Fig. 1: run 1, clock wiring as the flow saved it
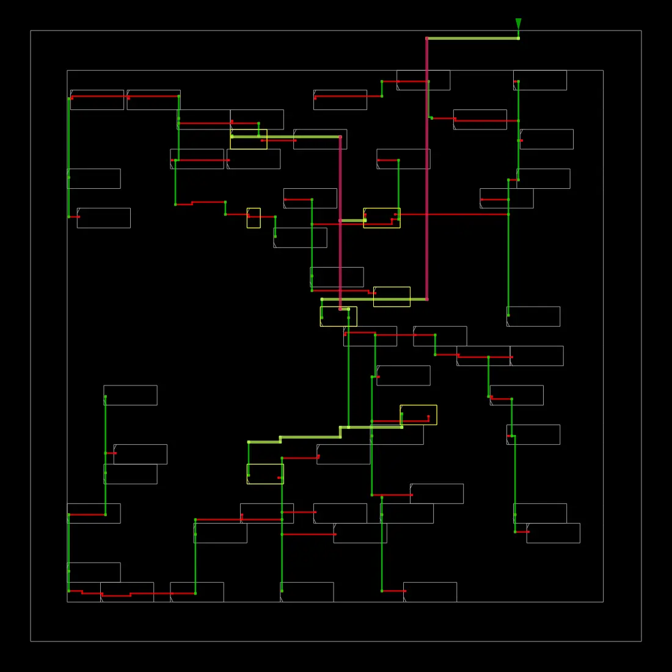
Fig. 2: run 1, local utilization
Drawn at 4 px/µm. 8 x 8 tiles, from black (low) to pale yellow (high), 0 to 100% covered.
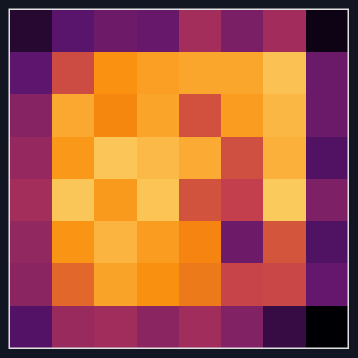
Fig. 3: run 1, metal 2
Drawn at 4 px/µm.
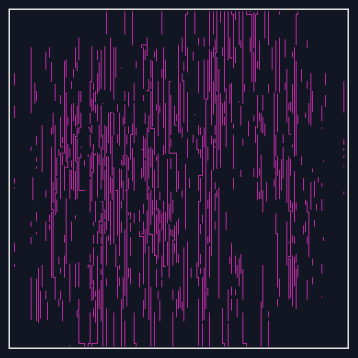
`config.mk`:
```
export PLATFORM = sky130hd
export DESIGN_NAME = pipelined_control_unit
export DESIGN_NICKNAME = d
export VERILOG_FILES = /design/src/rtl/rv_ctrl_pkg.sv /design/src/rtl/rv_decode_comb.sv /design/src/rtl/pipelined_control_unit.sv
export SDC_FILE = /design/constraint.sdc
export NUM_CORES = 1
export LEC_CHECK = 0
export CAP_MARGIN = 15
export CORE_MARGIN = 5
export CORE_UTILIZATION = 51
export DETAILED_ROUTE_END_ITERATION = 8
export PLACE_DENSITY_LB_ADDON = 0.3
export REMOVE_ABC_BUFFERS = 1
export SYNTH_ARGS = -nofsm -noshare
export SYNTH_HDL_FRONTEND = slang
export SYNTH_HIERARCHICAL = 1
export SYNTH_SLANG_ARGS = --single-unit
```
`constraint.sdc`:
```
create_clock -name clk -period 5.4 [get_ports clk]
set_clock_uncertainty 0.1 [all_clocks]
set_input_delay 1.62 -clock clk [delete_from_list [all_inputs] [get_ports clk]]
set_output_delay 1.62 -clock clk [all_outputs]
set_load 0.05 [all_outputs]
```
`src/rtl/rv_ctrl_pkg.sv`:
```
// rtl/rv_ctrl_pkg.sv - opcode, select-code and control-bundle definitions for the decode stage
package rv_ctrl_pkg;

   localparam logic [6:0] OPC_LUI    = 7'b0110111;
   localparam logic [6:0] OPC_AUIPC  = 7'b0010111;
   localparam logic [6:0] OPC_JAL    = 7'b1101111;
   localparam logic [6:0] OPC_JALR   = 7'b1100111;
   localparam logic [6:0] OPC_BRANCH = 7'b1100011;
   localparam logic [6:0] OPC_LOAD   = 7'b0000011;
   localparam logic [6:0] OPC_STORE  = 7'b0100011;
   localparam logic [6:0] OPC_OPIMM  = 7'b0010011;
   localparam logic [6:0] OPC_OP     = 7'b0110011;

   localparam logic [6:0] F7_BASE   = 7'b0000000;
   localparam logic [6:0] F7_ALT    = 7'b0100000;
   localparam logic [6:0] F7_MULDIV = 7'b0000001;

   localparam logic [2:0] IMM_NONE = 3'd0;
   localparam logic [2:0] IMM_I    = 3'd1;
   localparam logic [2:0] IMM_S    = 3'd2;
   localparam logic [2:0] IMM_B    = 3'd3;
   localparam logic [2:0] IMM_U    = 3'd4;
   localparam logic [2:0] IMM_J    = 3'd5;

   localparam logic [4:0] ALU_ADD   = 5'd0;
   localparam logic [4:0] ALU_SLL   = 5'd1;
   localparam logic [4:0] ALU_SLT   = 5'd2;
   localparam logic [4:0] ALU_SLTU  = 5'd3;
   localparam logic [4:0] ALU_XOR   = 5'd4;
   localparam logic [4:0] ALU_SRL   = 5'd5;
   localparam logic [4:0] ALU_OR    = 5'd6;
   localparam logic [4:0] ALU_AND   = 5'd7;
   localparam logic [4:0] ALU_SUB   = 5'd12;
   localparam logic [4:0] ALU_SRA   = 5'd13;
   localparam logic [4:0] ALU_PASSB = 5'd15;
   localparam logic [4:0] ALU_MUL   = 5'd16;

   localparam logic [1:0] WB_MEM = 2'b00;
   localparam logic [1:0] WB_ALU = 2'b01;
   localparam logic [1:0] WB_PC4 = 2'b10;

   localparam logic [2:0] SPLIT_LW  = 3'd0;
   localparam logic [2:0] SPLIT_LH  = 3'd1;
   localparam logic [2:0] SPLIT_LHU = 3'd2;
   localparam logic [2:0] SPLIT_LB  = 3'd3;
   localparam logic [2:0] SPLIT_LBU = 3'd4;

   typedef struct packed {
      logic [4:0] rs1;
      logic [4:0] rs2;
      logic [4:0] rd;
      logic [2:0] imm_sel;
      logic       a_sel;
      logic       b_sel;
      logic [4:0] alu_sel;
      logic       rwe;
      logic [3:0] mwe;
      logic [2:0] split;
      logic [1:0] wb_sel;
      logic       is_branch;
      logic       is_jump;
      logic [2:0] branch_type;
      logic       is_load;
      logic       is_mdu;
      logic       illegal;
   } ctrl_bundle_t;

   // Base integer ops share funct3 between OP and OP-IMM.
   function automatic logic [4:0] alu_of_funct3(input logic [2:0] f3);
      logic [4:0] code;
      case (f3)
         3'd0:    code = ALU_ADD;
         3'd1:    code = ALU_SLL;
         3'd2:    code = ALU_SLT;
         3'd3:    code = ALU_SLTU;
         3'd4:    code = ALU_XOR;
         3'd5:    code = ALU_SRL;
         3'd6:    code = ALU_OR;
         default: code = ALU_AND;
      endcase
      return code;
   endfunction

endpackage

```
`src/rtl/rv_decode_comb.sv`:
```
// rtl/rv_decode_comb.sv - combinational RV32I(+M) instruction to control-bundle decoder
module rv_decode_comb
   import rv_ctrl_pkg::*;
#(
   parameter bit ENABLE_M = 1'b0
) (
   input  logic [31:0]  i_instruction,
   output ctrl_bundle_t o_bundle,
   output logic         o_uses_rs1,
   output logic         o_uses_rs2
);

   logic [6:0]   w_opcode;
   logic [2:0]   w_f3;
   logic [6:0]   w_f7;
   logic         w_legal;
   logic         w_u1;
   logic         w_u2;
   ctrl_bundle_t w_b;

   assign w_opcode = i_instruction[6:0];
   assign w_f3     = i_instruction[14:12];
   assign w_f7     = i_instruction[31:25];

   always_comb begin
      w_b         = '0;
      w_b.rs1     = i_instruction[19:15];
      w_b.rs2     = i_instruction[24:20];
      w_b.rd      = i_instruction[11:7];
      w_b.imm_sel = IMM_NONE;
      w_legal     = 1'b1;
      w_u1        = 1'b0;
      w_u2        = 1'b0;
      case (w_opcode)
         OPC_LUI: begin
            w_b.imm_sel = IMM_U;
            w_b.b_sel   = 1'b1;
            w_b.alu_sel = ALU_PASSB;
            w_b.rwe     = 1'b1;
            w_b.wb_sel  = WB_ALU;
         end
         OPC_AUIPC: begin
            w_b.imm_sel = IMM_U;
            w_b.a_sel   = 1'b1;
            w_b.b_sel   = 1'b1;
            w_b.rwe     = 1'b1;
            w_b.wb_sel  = WB_ALU;
         end
         OPC_JAL: begin
            w_b.imm_sel = IMM_J;
            w_b.a_sel   = 1'b1;
            w_b.b_sel   = 1'b1;
            w_b.rwe     = 1'b1;
            w_b.wb_sel  = WB_PC4;
            w_b.is_jump = 1'b1;
         end
         OPC_JALR: begin
            w_legal     = (w_f3 == 3'd0);
            w_b.imm_sel = IMM_I;
            w_b.b_sel   = 1'b1;
            w_b.rwe     = 1'b1;
            w_b.wb_sel  = WB_PC4;
            w_b.is_jump = 1'b1;
            w_u1        = 1'b1;
         end
         OPC_BRANCH: begin
            w_legal         = (w_f3 != 3'd2) && (w_f3 != 3'd3);
            w_b.imm_sel     = IMM_B;
            w_b.a_sel       = 1'b1;
            w_b.b_sel       = 1'b1;
            w_b.is_branch   = 1'b1;
            w_b.branch_type = w_f3;
            w_b.rd          = 5'd0;
            w_u1            = 1'b1;
            w_u2            = 1'b1;
         end
         OPC_LOAD: begin
            w_b.imm_sel = IMM_I;
            w_b.b_sel   = 1'b1;
            w_b.rwe     = 1'b1;
            w_b.wb_sel  = WB_MEM;
            w_b.is_load = 1'b1;
            w_u1        = 1'b1;
            case (w_f3)
               3'd0:    w_b.split = SPLIT_LB;
               3'd1:    w_b.split = SPLIT_LH;
               3'd2:    w_b.split = SPLIT_LW;
               3'd4:    w_b.split = SPLIT_LBU;
               3'd5:    w_b.split = SPLIT_LHU;
               default: w_legal   = 1'b0;
            endcase
         end
         OPC_STORE: begin
            w_b.imm_sel = IMM_S;
            w_b.b_sel   = 1'b1;
            w_b.rd      = 5'd0;
            w_u1        = 1'b1;
            w_u2        = 1'b1;
            case (w_f3)
               3'd0:    w_b.mwe = 4'b0001;
               3'd1:    w_b.mwe = 4'b0011;
               3'd2:    w_b.mwe = 4'b1111;
               default: w_legal = 1'b0;
            endcase
         end
         OPC_OPIMM: begin
            w_b.imm_sel = IMM_I;
            w_b.b_sel   = 1'b1;
            w_b.rwe     = 1'b1;
            w_b.wb_sel  = WB_ALU;
            w_b.alu_sel = alu_of_funct3(w_f3);
            w_u1        = 1'b1;
            // Shift-immediates reuse the funct7 field as an opcode extension.
            if (w_f3 == 3'd1) begin
               w_legal = (w_f7 == F7_BASE);
            end else if (w_f3 == 3'd5) begin
               if (w_f7 == F7_ALT) begin
                  w_b.alu_sel = ALU_SRA;
               end else if (w_f7 != F7_BASE) begin
                  w_legal = 1'b0;
               end
            end
         end
         OPC_OP: begin
            w_b.rwe    = 1'b1;
            w_b.wb_sel = WB_ALU;
            w_u1       = 1'b1;
            w_u2       = 1'b1;
            if (w_f7 == F7_BASE) begin
               w_b.alu_sel = alu_of_funct3(w_f3);
            end else if (w_f7 == F7_ALT && w_f3 == 3'd0) begin
               w_b.alu_sel = ALU_SUB;
            end else if (w_f7 == F7_ALT && w_f3 == 3'd5) begin
               w_b.alu_sel = ALU_SRA;
            end else if (w_f7 == F7_MULDIV && ENABLE_M) begin
               w_b.alu_sel = ALU_MUL | {2'b00, w_f3};
               w_b.is_mdu  = 1'b1;
            end else begin
               w_legal = 1'b0;
            end
         end
         default: w_legal = 1'b0;
      endcase
      // Illegal encodings issue a side-effect-free bundle carrying only the raw register fields.
      if (!w_legal) begin
         w_b         = '0;
         w_b.rs1     = i_instruction[19:15];
         w_b.rs2     = i_instruction[24:20];
         w_b.rd      = i_instruction[11:7];
         w_b.illegal = 1'b1;
         w_u1        = 1'b0;
         w_u2        = 1'b0;
      end
   end

   assign o_bundle   = w_b;
   assign o_uses_rs1 = w_u1;
   assign o_uses_rs2 = w_u2;

endmodule

```
`src/rtl/pipelined_control_unit.sv`:
```
// rtl/pipelined_control_unit.sv - registered decode/control stage with handshake, hazard and MDU stall
module pipelined_control_unit
   import rv_ctrl_pkg::*;
#(
   parameter int ENABLE_M    = 0,
   parameter int MDU_LATENCY = 4,
   parameter int ALU_SEL_W   = 5
) (
   input  logic                 clk,
   input  logic                 rst_n,
   input  logic                 in_valid,
   output logic                 in_ready,
   input  logic [31:0]          instruction,
   input  logic                 flush,
   input  logic                 ex_load_valid,
   input  logic [4:0]           ex_load_rd,
   output logic                 out_valid,
   input  logic                 out_ready,
   output logic [4:0]           rs1,
   output logic [4:0]           rs2,
   output logic [4:0]           rd,
   output logic [2:0]           immediate_select,
   output logic                 a_select,
   output logic                 b_select,
   output logic [ALU_SEL_W-1:0] alu_select,
   output logic                 register_write_enable,
   output logic [3:0]           memory_write_enable,
   output logic [2:0]           memory_split_option,
   output logic [1:0]           write_back_select,
   output logic                 is_branch,
   output logic                 is_jump,
   output logic [2:0]           branch_type,
   output logic                 is_load,
   output logic                 is_mdu,
   output logic                 illegal
);

   localparam int                BUSY_W    = $clog2(MDU_LATENCY + 1);
   localparam logic [BUSY_W-1:0] BUSY_LOAD = BUSY_W'(MDU_LATENCY);

   ctrl_bundle_t      w_dec;
   ctrl_bundle_t      r_bundle;
   logic              w_uses_rs1;
   logic              w_uses_rs2;
   logic              w_hazard;
   logic              w_accept;
   logic              r_out_valid;
   logic [BUSY_W-1:0] r_busy;

   rv_decode_comb #(
      .ENABLE_M (ENABLE_M != 0)
   ) u_decode (
      .i_instruction (instruction),
      .o_bundle      (w_dec),
      .o_uses_rs1    (w_uses_rs1),
      .o_uses_rs2    (w_uses_rs2)
   );

   // A consumer of a load still in execute must wait one cycle for the data.
   assign w_hazard = ex_load_valid && (ex_load_rd != 5'd0) &&
                     ((w_uses_rs1 && (w_dec.rs1 == ex_load_rd)) ||
                      (w_uses_rs2 && (w_dec.rs2 == ex_load_rd)));

   assign in_ready = rst_n && !flush && !w_hazard && (r_busy == '0) &&
                     (!r_out_valid || out_ready);
   assign w_accept = in_valid && in_ready;

   always_ff @(posedge clk) begin
      if (!rst_n) begin
         r_out_valid <= 1'b0;
         r_bundle    <= '0;
         r_busy      <= '0;
      end else begin
         // The divider is not pipelined, so the counter runs down even across a flush.
         if (w_accept && w_dec.is_mdu) begin
            r_busy <= BUSY_LOAD;
         end else if (r_busy != '0) begin
            r_busy <= r_busy - BUSY_W'(1);
         end
         if (flush) begin
            r_out_valid <= 1'b0;
         end else if (w_accept) begin
            r_out_valid <= 1'b1;
            r_bundle    <= w_dec;
         end else if (out_ready) begin
            r_out_valid <= 1'b0;
         end
      end
   end

   assign out_valid             = r_out_valid;
   assign rs1                   = r_bundle.rs1;
   assign rs2                   = r_bundle.rs2;
   assign rd                    = r_bundle.rd;
   assign immediate_select      = r_bundle.imm_sel;
   assign a_select              = r_bundle.a_sel;
   assign b_select              = r_bundle.b_sel;
   assign alu_select            = r_bundle.alu_sel[ALU_SEL_W-1:0];
   assign register_write_enable = r_bundle.rwe;
   assign memory_write_enable   = r_bundle.mwe;
   assign memory_split_option   = r_bundle.split;
   assign write_back_select     = r_bundle.wb_sel;
   assign is_branch             = r_bundle.is_branch;
   assign is_jump               = r_bundle.is_jump;
   assign branch_type           = r_bundle.branch_type;
   assign is_load               = r_bundle.is_load;
   assign is_mdu                = r_bundle.is_mdu;
   assign illegal               = r_bundle.illegal;

endmodule
```
==> impl_metrics.json, run 1 <==
{
  "p_int_mw": 0.6175,
  "overflow": 0,
  "fmax_mhz": 187.7,
  "wl_per_cell_um": 13.27,
  "synth.distinct_cells": 53,
  "antenna_found_initial": 0,
  "ys_seq_share_pct": 33.35,
  "maxCapViolCount": 0,
  "ios": 88,
  "crit_required_ns": 3.68,
  "cts_tree": "built",
  "warning_count": 27,
  "crit_path_max_fanout": 3,
  "synth_top_flop_cell": "dfxtp_1",
  "ir_worst_vdd_uv": 124.0,
  "top_cells_by_count": "56 x nand2_1, 50 x inv_1, 47 x dfxtp_1",
  "stdcell_area_um2": 3956,
  "endpoint_kind": "output port",
  "finalWorstSetupSlack_ns": 0.07096,
  "syn_area_um2": 2821,
  "post-place-cells": 497,
  "ys_sh_mux_pct": 15.61,
  "min_path_type": "reg -> reg",
  "drt-vias-per-instance": 4.961,
  "yosysWarnings": 6,
  "grt.total_usage_pct": 18.86,
  "syn_inst": 342,
  "place.port_buffers": 87,
  "drive_gt1_share_pct": 12.87,
  "crit_buf_inv": 2,
  "p_sw_share_pct": 32.96,
  "synth-edff-count": 0,
  "period_needed_ns": 5.329,
  "die_x_um": 84.38,
  "power_leakage_nw": 1.818,
  "worst_path_most_repeated_cell": "a21oi_2",
  "yosysChipArea_um2": 2821,
  "path_delay_family": "simple AND/OR/NAND/NOR gates",
  "die_area_um2": 7120,
  "p_seq_share_pct": 42.0,
  "clock_path_buffers": 2,
  "most-common-layout-cells": "80 x clkdlybuf4s50_1, 56 x nand2_1, 50 x inv_1",
  "grt_first_pass_wirelength_um": 11100,
  "nNetsFinal": 481,
  "switchingPower_mw": 0.3036,
  "num_rows": 27,
  "whs_ns": 0.3618,
  "yosys.area_share.adder_pct": 1.330,
  "drc": 0,
  "seq_power_mw": 0.387,
  "syn_avg_cell_area_um2": 8.250,
  "first_pass_iters": 4,
  "top_cell": "nand2_1",
  "compound_area_share_pct": 10.38,
  "powerDensity_nw_per_um2": 232.8,
  "die_h_um": 84.38,
  "yosysTopAreaCell": "dfxtp_1",
  "grt_pass1_vias": 2445,
  "start_kind": "input port",
  "ys_ff": 47,
  "power_frac_clock_pct": 23.4,
  "synth_top_area_share_pct": 33.35,
  "comb_power_share_pct": 34.6,
  "slowest_stage": "or4_4",
  "crit_arrival_ns": 3.61,
  "comb-power_mw": 0.319,
  "route.antenna.remaining_nets": 0,
  "ys_cells": 342,
  "run_status": "complete, no violations",
  "htree_levels": 2,
  "slowest_delay_ns": 0.55,
  "ys_sh_simple_pct": 20.62,
  "async_flop_share_pct": 0,
  "crit_chain": "clkdlybuf4s50_1, or4_4, nor4_2, a22oi_2, a21oi_2, nand2_1, o22ai_1, a21oi_2, buf_12",
  "finalHoldViolCount": 0,
  "clkTransAtPathRegs_ns": 0.09,
  "finalMaxSlewViolations": 0,
  "drtIter0Drc": 97,
  "diodes": 0,
  "worstSetupPathType": "in -> out",
  "topCombFamilyByArea": "simple AND/OR/NAND/NOR gates",
  "area_delta_synth_final_pct": 40.22,
  "stdcell_count": 507,
  "grt_max_degree": 47,
  "topCellsByArea": "dfxtp_1 33%, mux2i_1 16%, nand2_1 7.5%",
  "ys_sh_xor_pct": 4.035,
  "worstMarginPinSlew_ns": 0.5408,
  "setup_tns_ns": 0,
  "place_hpwl_um": 5158,
  "layout_top_cell": "clkdlybuf4s50_1",
  "cts-root-buf": "clkbuf_8",
  "period_used_pct": 98.69,
  "p_total_mw": 0.9211,
  "setup_viol": 0,
  "max-slew-margin-rel_pct": 63.95,
  "power_leader": "sequential cells",
  "dp_slack_ns": -0.1417,
  "gp_congestion": 0.9126,
  "placed_cell_area_um2": 3805
}
-- Fig. 1 (at the start) --
total CTS buffers: 5
Flop Count: 47
clk latency late pin: 0.30 ns
Clock net power: 0.216 mW
clock sink count: 47

-- Fig. 2 (at the start) --
emptiest ninth of the die: lower right
fullest tile: 88%
nearly empty tiles: 1.6%
mean over tiles: 54%
Starting Density: 51.87%
Core Region: 5439 µm²
Util after Layout: 72.74%

-- Fig. 3 (at the start) --
longest straight run: 47.5 µm
share of all routed wire: 51%
main direction: vertical
nets with wire on the layer: 402
wire length on this layer: 3410 µm
routed wire length: 6729 µm
Vias: 2515
Global Route met2 Usage: 35.08%

==> run 1: layer usage <==
metal | part of all wire, % | routed length, µm | vias up | GRT usage, %
met4 | 1.5 | 99 | 0 | 6.043
met5 | 0 | 0 | - | 0
met1 | 42 | 2832 | 1148 | 21.26
met2 | 51 | 3408 | 73 | 35.08
met3 | 5.8 | 388 | 9 | 4.122
li1 | - | - | 1285 | -
==> run 1: state kept, by name, indices dropped and copies added (netlist names), 2 cells and up <==
signal	cells
alu_select	5
branch_type	3
immediate_select	3
memory_split_option	3
memory_write_enable	4
r_busy	3
rd	5
rs1	5
rs2	5
write_back_select	2
==> run 1: path summary, 6_finish.rpt <==
kind / startpoint / end / slack, ns / cells past startpoint
worst max-delay path: instruction[31] / in_ready / 0.07 / 9
worst min-delay path: rs2[0] / rs2[0] / 0.36 / 2
worst max register to register: r_busy[0] / illegal / 3.32 / 7
worst min register to register: rs2[0] / rs2[0] / 0.36 / 2
==> run 1: final cells by class <==
type                    instances  area (µm²)
clock buffers                   6       82.58
clock inverters                 1       5.005
fillers                       450        1483
inverters                      50       187.7
multi-input cells             213        1511
flip-flops and latches         47       940.9
well taps                      72       90.09
repair buffers                118        1139
==> run 1: worst reg2reg max path, stage by stage, from the launching register on <==
cell and delay (ns):
dfxtp_1 0.35, inv_1 0.06, ha_1 0.21, ha_1 0.27, nand3_1 0.12, a21o_2 0.45
buf_12 0.24, mux2i_1 0.21
==> run 1: what timing repair did <==
| item | 4_1_cts | 5_1_grt |
|---|---|---|
| hold buffers | 0 | 0 |
| pin swaps | 0 | 3 |
| setup endpoints to repair | 1 | 1 |
| gates resized | 7 | 6 |
| buffers inserted | 0 | 3 |
Fig. 4: run 1, sequential cells grouped by signal name
Drawn at 4 px/µm.
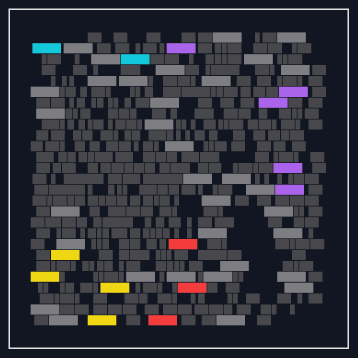

## Run 2: what changed since run 1
--- a/config.mk
+++ b/config.mk
@@ -9,6 +9,7 @@
 export CORE_MARGIN = 5
 export CORE_UTILIZATION = 51
 export DETAILED_ROUTE_END_ITERATION = 8
+export GPL_TIMING_DRIVEN = 0
 export PLACE_DENSITY_LB_ADDON = 0.3
 export REMOVE_ABC_BUFFERS = 1
 export SYNTH_ARGS = -nofsm -noshare
Fig. 5: run 2, sequential cells grouped by signal name
Drawn at 4 px/µm.
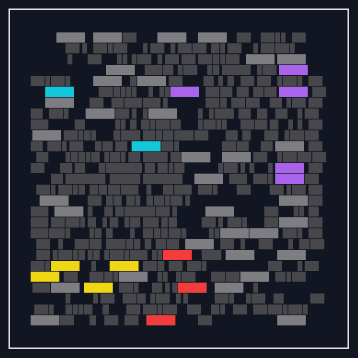
legend:
  memory_write_enable:
    color: yellow
    placed_flops: 4
    where: lower left
  rs2:
    color: purple
    placed_flops: 5
    where: upper right
  write_back_select:
    color: cyan
    placed_flops: 2
  memory_split_option:
    color: red
    placed_flops: 3

==> run 2 against run 1 <==
Area after synthesis is the same. Total power shrank 3.9%. Combinational power shrank 7.5%. Worst setup slack lost 0.027 ns. Wire length shrank 2.5%. Hold slack lost 0.0028 ns. Core utilization shrank 3.5 points. Final cell count shrank 4.1%. Non-clock buffer count shrank 22. Maximum frequency shrank 0.51%. Count of clock-buffer cells in the layout grew 1. First-iteration DRC count shrank 10%. Largest cell class unchanged. Highest routed layer unchanged.
==> impl_metrics.json, run 2 <==
{
  "drt-vias-per-instance": 5.008,
  "maxCapViolCount": 0,
  "comb-power_mw": 0.295,
  "finalHoldViolCount": 0,
  "dp_slack_ns": -1.205,
  "grt_max_degree": 48,
  "die_area_um2": 7120,
  "route.antenna.remaining_nets": 0,
  "p_seq_share_pct": 43.6,
  "fp_util_pct": 51.87,
  "synth-edff-count": 0,
  "seq_power_mw": 0.386,
  "gp_congestion": 0.8093,
  "synth_top_flop_cell": "dfxtp_1",
  "vias": 2434,
  "reg2reg_depth": 7,
  "critPathLaunch": "instruction[1]",
  "ys_cells": 342,
  "crit_end": "in_ready",
  "htree_levels": 2,
  "crit_required_ns": 3.68,
  "grt_pass1_vias": 2282,
  "grt.total_usage_pct": 17.39,
  "max-slew-margin-rel_pct": 44.37,
  "cts_hold_buf": 0,
  "finalWorstSetupSlack_ns": 0.04365,
  "top_cells_by_count": "56 x nand2_1, 50 x inv_1, 47 x dfxtp_1",
  "comb_power_share_pct": 33.3,
  "clkTransAtPathRegs_ns": 0.08,
  "switchingPower_mw": 0.2963,
  "fin_util_pct": 69.27,
  "fillers": 442,
  "most-common-layout-cells": "72 x clkdlybuf4s50_1, 56 x nand2_1, 50 x inv_1",
  "cts_num_sinks": 47,
  "crit_path_max_fanout": 5,
  "nNetsFinal": 459,
  "numCtsBuffers": 5,
  "syn_avg_cell_area_um2": 8.250,
  "r2r_start": "r_busy[0]",
  "die_h_um": 84.38,
  "ys_ff": 47,
  "min_path_type": "reg -> reg",
  "power_frac_clock_pct": 23.1,
  "p_clk_mw": 0.204,
  "cts_tree": "built",
  "slowest_stage": "clkdlybuf4s50_1",
  "topCellsByArea": "dfxtp_1 33%, mux2i_1 16%, nand2_1 7.5%",
  "async_flop_share_pct": 0,
  "slowest_delay_ns": 0.55,
  "worst_r2r_endpoint": "alu_select[2]",
  "diodes": 0,
  "endpoint_kind": "output port",
  "path_depth": 9,
  "warning_count": 27,
  "power_leakage_nw": 1.726,
  "ys_seq_share_pct": 33.35,
  "drtIter0Drc": 87,
  "worstMarginPinSlew_ns": 0.8345,
  "place.port_buffers": 87,
  "p_sw_share_pct": 33.47,
  "synth_top_area_share_pct": 33.35,
  "crit_arrival_ns": 3.64,
  "run_status": "complete, no violations",
  "num_rows": 27,
  "stdcell_area_um2": 3767,
  "place_hpwl_um": 4549,
  "period_needed_ns": 5.356,
  "post-place-cells": 470,
  "stdcell_count": 486,
  "power_leader": "sequential cells",
  "ios": 88,
  "period_used_pct": 99.19,
  "yosysWarnings": 6,
  "core_region_area_um2": 5439,
  "post_cts_resized": 17,
  "ir_worst_vdd_uv": 149.0,
  "top_cell": "nand2_1",
  "clock.latency.late_pin_ns": 0.30,
  "p_int_mw": 0.5891,
  "placed_cell_area_um2": 3580,
  "drc": 0,
  "powerDensity_nw_per_um2": 235.0
}
## run 2: cell families (layout without fill, tap and decap cells)
| kind of cell | count (synthesis) | in the layout | share of synthesized area, % |
|---|---|---|---|
| adders and majority gates | 3 | 3 | 1.331 |
| buffers and inverters | 83 | 154 | 14.54 |
| other | 1 | 2 | 0.1329 |
| muxes | 44 | 44 | 15.61 |
| xor gates and xnor gates | 13 | 13 | 4.036 |
| DFF | 47 | 47 | 33.35 |
| AOI/OAI and AO/OA | 40 | 40 | 10.38 |
| and+or+nand+nor | 111 | 111 | 20.62 |
## run 2: layer usage
metal	share of wire, %	GRT usage [%]	wire [µm]
met3	5.7	3.925	374
met4	1.7	5.036	112
met5	0	0	0
met1	43	21.13	2813
met2	50	30.70	3257
## run 2: worst register-to-register path, cell delays in order (launching register included)
cell and delay [ns]:
dfxtp_1 0.35, inv_1 0.05, ha_1 0.20, ha_1 0.28, nand3_1 0.10, a21o_2 0.55
buf_12 0.29, mux2i_1 0.23
## run 2: cell type report
class | instances | area (µm²) | share of cell area [%]
Timing Repair Buffer | 96 | 939.7 | 24.94
Inverter | 50 | 187.7 | 4.982
Multi-Input combinational cell | 213 | 1528 | 40.55
Clock buffer | 7 | 76.32 | 2.026
Clock inverter | 1 | 5.005 | 0.1328
Sequential cell | 47 | 940.9 | 24.98
Tap cell | 72 | 90.09 | 2.391
## run 2: worst min path at each step
stage                          from                    to  slack (ns)  depth (start not counted)
2_1_floorplan             r_busy[0]             r_busy[0]        0.44                          2
3_3_place_gp                  rd[1]                 rd[1]        0.34                          2
3_5_place_dp   write_back_select[1]  write_back_select[1]        0.35                          2
4_1_cts                   is_branch             is_branch        0.36                          2
5_1_grt        write_back_select[1]  write_back_select[1]        0.38                          2
6_report                  is_branch             is_branch        0.36                          2
Fig. 6: run 2, power grid
Drawn at 4 px/µm. Pins as bars on the die edge.
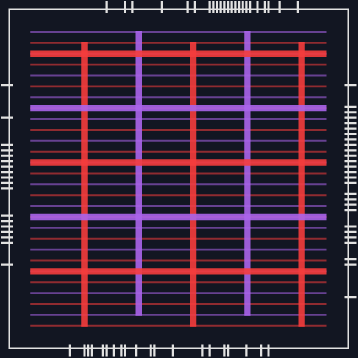

## Run 3: what changed since run 2
--- a/config.mk
+++ b/config.mk
@@ -5,9 +5,10 @@
 export SDC_FILE = /design/constraint.sdc
 export NUM_CORES = 1
 export LEC_CHECK = 0
+export ABC_AREA = 1
 export CAP_MARGIN = 15
 export CORE_MARGIN = 5
-export CORE_UTILIZATION = 51
+export CORE_UTILIZATION = 54
 export DETAILED_ROUTE_END_ITERATION = 8
 export GPL_TIMING_DRIVEN = 0
 export PLACE_DENSITY_LB_ADDON = 0.3
Fig. 7: run 3, power grid
Drawn at 4 px/µm. Pins as bars on the die edge.
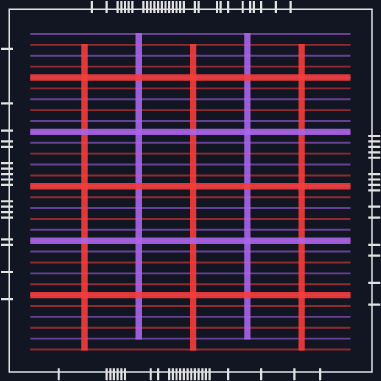
legend:
  VDD:
    color: purple
  VSS:
    color: red
signal pins: 88
met5 straps: 5

==> run 3 against run 2 <==
Wire length grew 32%. First-iteration DRC count increased by 140%. Non-clock buffer count did not move. Total power up 37%. Clock power grew about 30%. Largest cell class unchanged.
==> impl_metrics.json, run 3 <==
{
  "run_status": "complete, no violations",
  "worst_path_most_repeated_cell": "nand2_1",
  "yosysWarnings": 6,
  "crit_end": "in_ready",
  "cts_num_sinks": 47,
  "worstMarginPinSlew_ns": 0.7854,
  "finalHoldViolCount": 0,
  "power_leakage_nw": 2.319,
  "yosysTopAreaCell": "dfxtp_1",
  "switchingPower_mw": 0.4884,
  "crit_path_max_fanout": 3,
  "synth.distinct_cells": 30,
  "met1_usage_pct": 26.12,
  "syn_inst": 621,
  "topCellsByArea": "dfxtp_1 27%, inv_1 19%, nand2_1 19%",
  "path_depth": 16,
  "yosysChipArea_um2": 3483,
  "synth_top_area_share_pct": 27.01,
  "warning_count": 28,
  "whs_ns": 0.4079,
  "path_delay_family": "simple AND/OR/NAND/NOR gates",
  "r2r_start": "r_busy[0]",
  "routed_wl_um": 8628,
  "dp_slack_ns": -0.9333,
  "ios": 88,
  "top_cell": "inv_1",
  "crit_chain": "clkdlybuf4s50_1, nor2_1, nand2_1, nor2_1, nand2_1, nand2_1, nand2_2, nand4_4, nand2_1, nand2_1, nand2_1, nor2_1, nand3_1, nand2_1, a21boi_1, buf_4",
  "synth-edff-count": 0,
  "ys_seq_share_pct": 27.01,
  "area_delta_synth_final_pct": 30.39,
  "placed_cell_area_um2": 4284,
  "drtIter0Drc": 211,
  "reg2reg_depth": 10,
  "period_needed_ns": 5.367,
  "synth_top_flop_cell": "dfxtp_1",
  "place_hpwl_um": 6102,
  "overflow": 0,
  "async_flop_share_pct": 0,
  "worstSetupPathType": "in -> out",
  "crit_buf_inv": 2,
  "layout_top_cell": "inv_1",
  "clock.latency.late_pin_ns": 0.30,
  "top_cells_by_count": "175 x inv_1, 172 x nand2_1, 76 x nor2_1",
  "wl_met2_um": 4256,
  "drive_gt1_share_pct": 8.563,
  "core_region_area_um2": 6314,
  "finalWorstSetupSlack_ns": 0.03337,
  "gp_congestion": 0.9134,
  "die_area_um2": 8157,
  "fillers": 550,
  "p_sw_share_pct": 40.33,
  "start_kind": "input port",
  "gr-max-usage-layer": "met2",
  "wl_per_cell_um": 11.26,
  "numCtsBuffers": 5,
  "period_used_pct": 99.38,
  "fp_util_pct": 55.17,
  "gr-usage-met3_pct": 3.583,
  "ir_worst_vdd_uv": 233.7,
  "clkTransAtPathRegs_ns": 0.09,
  "grt.total_usage_pct": 21.10,
  "cts_tree": "built",
  "ys_cells": 621,
  "setup_viol": 0,
  "min_path_type": "reg -> reg",
  "max-slew-margin-rel_pct": 47.64,
  "grt_first_pass_wirelength_um": 14790,
  "route.antenna.remaining_nets": 0,
  "diodes": 0,
  "critPathLaunch": "instruction[31]",
  "met1Wirelength_um": 3720,
  "stdcell_count": 766,
  "setup_tns_ns": 0,
  "p_total_mw": 1.211,
  "drt-vias-per-instance": 4.727,
  "p_int_mw": 0.7227,
  "top_layer": "met4",
  "crit_required_ns": 3.68,
  "drc": 0,
  "wl_met3_um": 477,
  "place.port_buffers": 87,
  "use_met2_pct": 36.52,
  "powerDensity_nw_per_um2": 266.6,
  "cts-root-buf": "clkbuf_8",
  "antenna_found_initial": 0,
  "grt_pass1_vias": 3364,
  "syn_area_um2": 3483,
  "clock_path_buffers": 2,
  "num_rows": 29,
  "stdcell_area_um2": 4542,
  "syn_avg_cell_area_um2": 5.609,
  "die_x_um": 90.32,
  "htree_levels": 2
}
## run 3: worst min path at each step
stage,start,to,cells past startpoint
3_3_place_gp,branch_type[0],branch_type[0],4
2_1_floorplan,r_busy[1],r_busy[1],2
5_1_grt,register_write_enable,register_write_enable,4
3_5_place_dp,is_load,is_load,4
6_report,is_load,is_load,4
4_1_cts,is_load,is_load,4
## run 3: area by class of cell
type                       count  area, µm²  area share [%]
multi-input combinational    359       1745           38.43
tap                           77      96.34           2.121
clock buffer                   5      68.82           1.515
timing repair buffer          96      974.7           21.46
inverter                     179      671.9           14.79
clock inverter                 3      43.79          0.9642
sequential                    47      940.9           20.72
## run 3: tightest hold or removal path, delay by kind of cell (launching register included)
family	cells	cell delay (ns)
buffers and inverters	2	0.08
flip-flops	1	0.31
AND/OR/NAND/NOR	2	0.07
## run 3: power groups by stage
stage | Clock (mW) | Combinational [mW] | Sequential [mW]
6_report | 0.266 | 0.527 | 0.418
5_1_grt | 0.286 | 0.582 | 0.423
4_1_cts | 0.276 | 0.530 | 0.418
3_5_place_dp | 0 | 0.517 | 0.426
3_3_place_gp | 0 | 0.496 | 0.424
2_1_floorplan | 0 | 0.214 | 0.554
## run 3: cells by family (layout without fill, tap and decap cells)
| group | count (synthesis) | in the layout | synth area share [%] |
|---|---|---|---|
| DFF | 47 | 47 | 27.01 |
| xor gates and xnor gates | 1 | 1 | 0.2515 |
| buffers and inverters | 217 | 283 | 25.47 |
| AOI/OAI and AO/OA | 12 | 12 | 1.868 |
| adders and majority gates | 3 | 3 | 1.078 |
| other | 1 | 2 | 0.1077 |
| and+or+nand+nor | 340 | 341 | 44.22 |
## run 3: timing repair
action                                 CTS  global route
cloned                                   1             0
hold buffers                             0             0
resized                                 25             5
pin swaps                                4             4
setup buffers                            5             2
setup endpoints to repair                1            43
endpoints found under the hold margin    0             0
No activity file was given, so power comes from the tool's default toggle rates.
